I/O pins on the die edge:
Drawn at 4 px/um. Pins as bars across the die edge, other pins in grey.
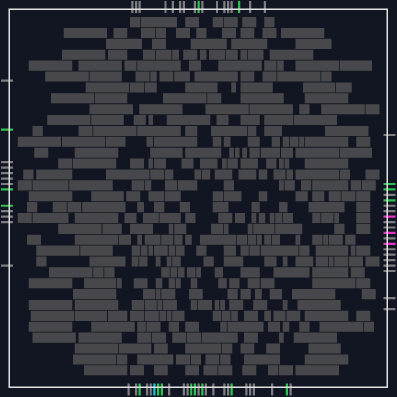
Zoomed window:
Region (27, 27) to (67, 67) um. Cells in grey, sequential cells in the stronger grey; small squares are vias.
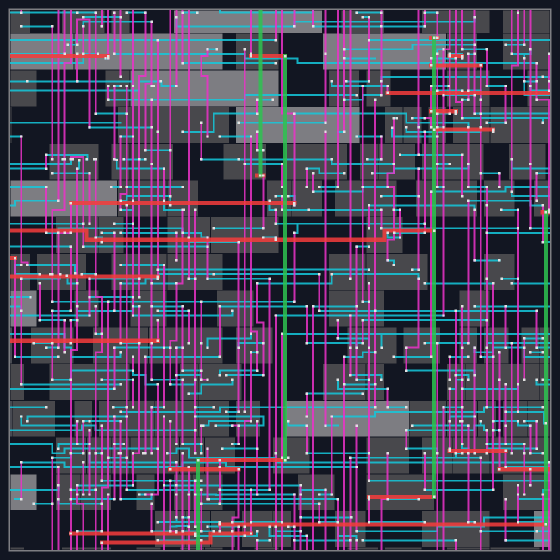
Wiring by layer:
Drawn at 4 px/um. Two of the layers only.
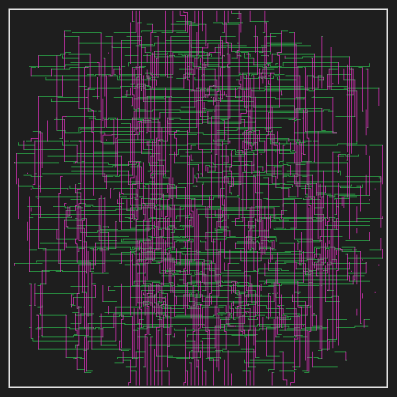
File: src/rtl/ctl_seq_pkg.sv
`default_nettype none
// ============================================================================
//  Module      : ctl_seq_pkg
//  Description : Shared next-address select encodings for the micro-program
//                sequencer.
//  Revision    : 1.0 - initial release
// ============================================================================
package ctl_seq_pkg;

    localparam int SEL_W = 3;

    localparam logic [SEL_W-1:0] SEL_INC  = 3'd0;
    localparam logic [SEL_W-1:0] SEL_JUMP = 3'd1;
    localparam logic [SEL_W-1:0] SEL_MAP  = 3'd2;
    localparam logic [SEL_W-1:0] SEL_CALL = 3'd3;
    localparam logic [SEL_W-1:0] SEL_RET  = 3'd4;
    localparam logic [SEL_W-1:0] SEL_CJMP = 3'd5;
    localparam logic [SEL_W-1:0] SEL_HOLD = 3'd6;
    localparam logic [SEL_W-1:0] SEL_RSVD = 3'd7;

endpackage : ctl_seq_pkg
`default_nettype wire

File: src/rtl/ctl_seq_stack.sv
`default_nettype none
// ============================================================================
//  Module      : ctl_seq_stack
//  Description : LIFO return-address stack for micro-subroutines. Pushing
//                while full and popping while empty are ignored.
//  Revision    : 1.0 - initial release
// ============================================================================
module ctl_seq_stack #(
    parameter int AW          = 16,
    parameter int STACK_DEPTH = 4
) (
    input  logic          clk,
    input  logic          rst_n,
    input  logic          i_push,
    input  logic          i_pop,
    input  logic [AW-1:0] i_data,
    output logic [AW-1:0] o_top,
    output logic          o_empty,
    output logic          o_full
);

    localparam int SPW = $clog2(STACK_DEPTH) + 1;
    localparam int IW  = $clog2(STACK_DEPTH);

    logic [SPW-1:0] r_sp;
    logic [AW-1:0]  r_mem [STACK_DEPTH];

    logic           w_do_push;
    logic           w_do_pop;
    logic [SPW-1:0] w_sp_m1;

    assign o_empty   = (r_sp == '0);
    assign o_full    = (r_sp == SPW'(STACK_DEPTH));
    // Push has priority so a (never expected) simultaneous request cannot
    // corrupt the pointer.
    assign w_do_push = i_push & ~o_full;
    assign w_do_pop  = i_pop & ~i_push & ~o_empty;
    assign w_sp_m1   = r_sp - SPW'(1);
    assign o_top     = r_mem[w_sp_m1[IW-1:0]];

    // Stack pointer: increments on accepted push, decrements on accepted pop.
    always_ff @(posedge clk or negedge rst_n) begin
        if (!rst_n) begin
            r_sp <= '0;
        end else if (w_do_push) begin
            r_sp <= r_sp + SPW'(1);
        end else if (w_do_pop) begin
            r_sp <= w_sp_m1;
        end
    end

    // Entry storage; contents are don't-care after reset so no reset here.
    always_ff @(posedge clk) begin
        if (w_do_push) begin
            r_mem[r_sp[IW-1:0]] <= i_data;
        end
    end

endmodule : ctl_seq_stack
`default_nettype wire

File: src/rtl/ctl_seq_next_addr.sv
`default_nettype none
// ============================================================================
//  Module      : ctl_seq_next_addr
//  Description : Micro-program sequencer: registers the micro-PC and selects
//                its next value from increment, jump, map, conditional jump,
//                call and return sources, with stall and sticky error flags.
//  Revision    : 1.0 - initial release
// ============================================================================
module ctl_seq_next_addr
    import ctl_seq_pkg::*;
#(
    parameter int          AW          = 16,
    parameter int          STACK_DEPTH = 4,
    parameter logic [AW-1:0] RESET_ADDR = '0
) (
    input  logic             clk,
    input  logic             rst_n,
    input  logic [SEL_W-1:0] i_sel,
    input  logic             i_cond,
    input  logic             i_stall,
    input  logic [AW-1:0]    i_map_addr,
    input  logic [AW-1:0]    i_jump_addr,
    input  logic             i_err_clr,
    output logic [AW-1:0]    o_upc,
    output logic [AW-1:0]    o_next_upc,
    output logic             o_stack_empty,
    output logic             o_stack_full,
    output logic             o_err_ovf,
    output logic             o_err_unf
);

    logic [AW-1:0] r_upc;
    logic          r_err_ovf;
    logic          r_err_unf;

    logic [AW-1:0] w_inc;
    logic [AW-1:0] w_next;
    logic [AW-1:0] w_top;
    logic          w_push;
    logic          w_pop;
    logic          w_set_ovf;
    logic          w_set_unf;
    logic          w_empty;
    logic          w_full;

    assign w_inc = r_upc + AW'(1);

    ctl_seq_stack #(
        .AW          (AW),
        .STACK_DEPTH (STACK_DEPTH)
    ) u_stack (
        .clk     (clk),
        .rst_n   (rst_n),
        .i_push  (w_push),
        .i_pop   (w_pop),
        .i_data  (w_inc),
        .o_top   (w_top),
        .o_empty (w_empty),
        .o_full  (w_full)
    );

    // Next-address mux; stall forces a hold and suppresses stack/error side effects.
    always_comb begin
        w_next    = r_upc;
        w_push    = 1'b0;
        w_pop     = 1'b0;
        w_set_ovf = 1'b0;
        w_set_unf = 1'b0;
        if (!i_stall) begin
            case (i_sel)
                SEL_INC:  w_next = w_inc;
                SEL_JUMP: w_next = i_jump_addr;
                SEL_MAP:  w_next = i_map_addr;
                SEL_CALL: begin
                    if (w_full) begin
                        w_next    = w_inc;
                        w_set_ovf = 1'b1;
                    end else begin
                        w_next = i_jump_addr;
                        w_push = 1'b1;
                    end
                end
                SEL_RET: begin
                    if (w_empty) begin
                        w_next    = w_inc;
                        w_set_unf = 1'b1;
                    end else begin
                        w_next = w_top;
                        w_pop  = 1'b1;
                    end
                end
                SEL_CJMP: w_next = i_cond ? i_jump_addr : w_inc;
                SEL_HOLD: w_next = r_upc;
                default:  w_next = i_jump_addr;   // reserved encoding acts as JUMP
            endcase
        end
    end

    // Micro-PC register; w_next already equals r_upc when stalled.
    always_ff @(posedge clk or negedge rst_n) begin
        if (!rst_n) begin
            r_upc <= RESET_ADDR;
        end else begin
            r_upc <= w_next;
        end
    end

    // Sticky error flags: a new error beats a clear; clear works even when stalled.
    always_ff @(posedge clk or negedge rst_n) begin
        if (!rst_n) begin
            r_err_ovf <= 1'b0;
            r_err_unf <= 1'b0;
        end else begin
            r_err_ovf <= w_set_ovf | (r_err_ovf & ~i_err_clr);
            r_err_unf <= w_set_unf | (r_err_unf & ~i_err_clr);
        end
    end

    assign o_upc         = r_upc;
    assign o_next_upc    = w_next;
    assign o_stack_empty = w_empty;
    assign o_stack_full  = w_full;
    assign o_err_ovf     = r_err_ovf;
    assign o_err_unf     = r_err_unf;

endmodule : ctl_seq_next_addr
`default_nettype wire

File: config.mk
export PLATFORM = sky130hd
export DESIGN_NAME = ctl_seq_next_addr
export DESIGN_NICKNAME = d
export VERILOG_FILES = /design/src/rtl/ctl_seq_pkg.sv /design/src/rtl/ctl_seq_stack.sv /design/src/rtl/ctl_seq_next_addr.sv
export SDC_FILE = /design/constraint.sdc
export NUM_CORES = 1
export LEC_CHECK = 0
export CORE_MARGIN = 1.5
export CORE_UTILIZATION = 51
export CTS_CLUSTER_DIAMETER = 120
export CTS_CLUSTER_SIZE = 14
export DETAILED_ROUTE_END_ITERATION = 16
export PLACE_DENSITY = 0.76
export SLEW_MARGIN = 20
export SYNTH_ARGS = -nofsm -noshare
export SYNTH_HDL_FRONTEND = slang
export SYNTH_SLANG_ARGS = --single-unit
export TNS_END_PERCENT = 50
File: constraint.sdc
create_clock -name clk -period 3.7 [get_ports clk]
set_clock_uncertainty 0.1 [all_clocks]
set_input_delay 0.555 -clock clk [delete_from_list [all_inputs] [get_ports clk]]
set_output_delay 0.555 -clock clk [all_outputs]
set_load 0.03 [all_outputs]
==> results.yml <==
# physical design summary
status:
  status: "complete, no violations"
cts:
  hold_buffers: 0
  htreeDepth: 3
  cts.sinks: 85
  post-cts-setup-buffers: 0
  clkLatencyLatePin_ns: 0.36
  cts_root_buf: "clkbuf_8"
  clk_pin_slew_ns: 0.08
synthesis:
  synthFlopType: "edfxtp_1"
  ys_chip_area_sq_mm: 0.004238
  ys_top_cells_by_count: "64 x edfxtp_1, 21 x dfrtp_1, 16 x mux4_2, 14 x a21oi_1, 14 x inv_1"
  xor_area_share_pct: 3.484
  async_reset_ff_share_pct: 24.71
  simple_gate_share_pct: 7.795
  mux_area_share_pct: 12.31
setup_path:
  worstPathRequired_ns: 3.04
  max_stage_delay_ns: 0.67
  crit_arrival_ns: 2.85
  startpoint: "u_stack.r_sp[1]$_DFFE_PN0P_"
  worstSetupPathType: "register to output port"
  cpMaxStageDelayCell: "ha_1"
worst_hold_path:
  hold_start: "o_err_unf$_DFF_PN0_"
  hold_depth: 2
grt:
  grt_pass1_vias: 3085
  gr-total-overflow: 0
  use_met2_pct: 41.49
timing:
  worst_pin_slew_ns: 0.5922
  hold_violations: 0
  slew_viol_final: 0
  clock.fmax_mhz: 285.0
  whs_ns: 0.4449
place:
  gp_congestion: 0.9263
  place_ws_ns: 0.3205
die:
  die_h_um: 94.16
  fp.dieW_um: 94.16
  fp.dieArea_sq_mm: 0.008865
  num_rows: 33
  fp-utilization_pct: 52.10
detailed_routing:
  dr.first_iter.drc_count: 253
finish:
  diodes: 0
## Picture notes: 'I/O pins on the die edge'
i_sel -> magenta  # pins 3, direction input, edge right
i_stall -> cyan  # pins 1, direction input, edge bottom
o_upc -> green  # pins 16, direction output, edge 8 bottom, 3 right, 3 left, 2 top
all pins by edge = 26 bottom, 20 right, 17 top, 13 left

## Picture notes: 'zoomed window'
M3 -> red
M1 -> cyan
M4 -> green
M2 -> magenta
sequential cells in the window = 7
netlist names of flops here include = u_stack.r_mem (4), u_stack.r_sp (3)
most frequent = and3_1 (9), nand2_1 (8), buf_4 (8)
cells with their middle in the window = 109

## Picture notes: 'wiring by layer'
M1 -> green  # wire length 4620 um
M2 -> magenta  # wire length 5320 um
DRT Wirelength: 10870 um
Tot GR Track Use: 26.05%

-- final timing paths --
| path | endpoint |
|---|---|
| max | o_next_upc[14] |
| min | o_err_unf$_DFF_PN0_ |
| max reg2reg | o_upc[14]$_DFF_PN0_ |
| min reg2reg | o_err_unf$_DFF_PN0_ |
| max in group asynchronous | o_upc[4]$_DFF_PN0_ |
| min in group asynchronous | o_upc[1]$_DFF_PN0_ |
-- metal layers --
layer	wire length, um	vias up	share of wire (%)
li1	-	1356	-
met1	4621	1542	42
met3	702	19	6.5
met5	0	-	0
met4	233	0	2.1
met2	5316	136	49
-- worst max-delay path: cells and delay by family, from the launching register on --
family / cells / cell delay [ns]
AND/OR/NAND/NOR: 1 / 0.07
AND-OR/OR-AND: 2 / 0.53
buffers and inverters: 3 / 0.51
flip-flops: 1 / 0.42
adder cells (fa/ha/maj): 1 / 0.67
multiplexers: 1 / 0.30
-- layout make-up --
| class | count | area [sq um] |
|---|---|---|
| Clock inverter | 5 | 83.83 |
| Multi-Input combinational cell | 180 | 1623 |
| Inverter | 14 | 52.55 |
| Sequential cell | 85 | 2447 |
| Fill cell | 606 | 2791 |
| Clock buffer | 11 | 131.4 |
| Tap cell | 105 | 131.4 |
| Timing Repair Buffer | 95 | 873.3 |
-- where the power goes --
group	switching (mW)	internal [mW]
clock network	0.338	0.383
registers	0.127	1.19
logic	0.814	0.643
-- registers in the layout, indices dropped and copies added, names as in the netlist --
signal and cells:
o_err_unf 1, u_stack.r_mem 64, o_upc 16, u_stack.r_sp 3, o_err_ovf 1
-- cells by family after synthesis --
kind of cell | Yosys count
xor+xnor | 16
simple gates | 58
mux | 31
flops | 85
fa+ha+maj | 6
buf+inv | 32
compound gates | 69
Power figures rest on the tool's default switching activity, not on a simulated workload.
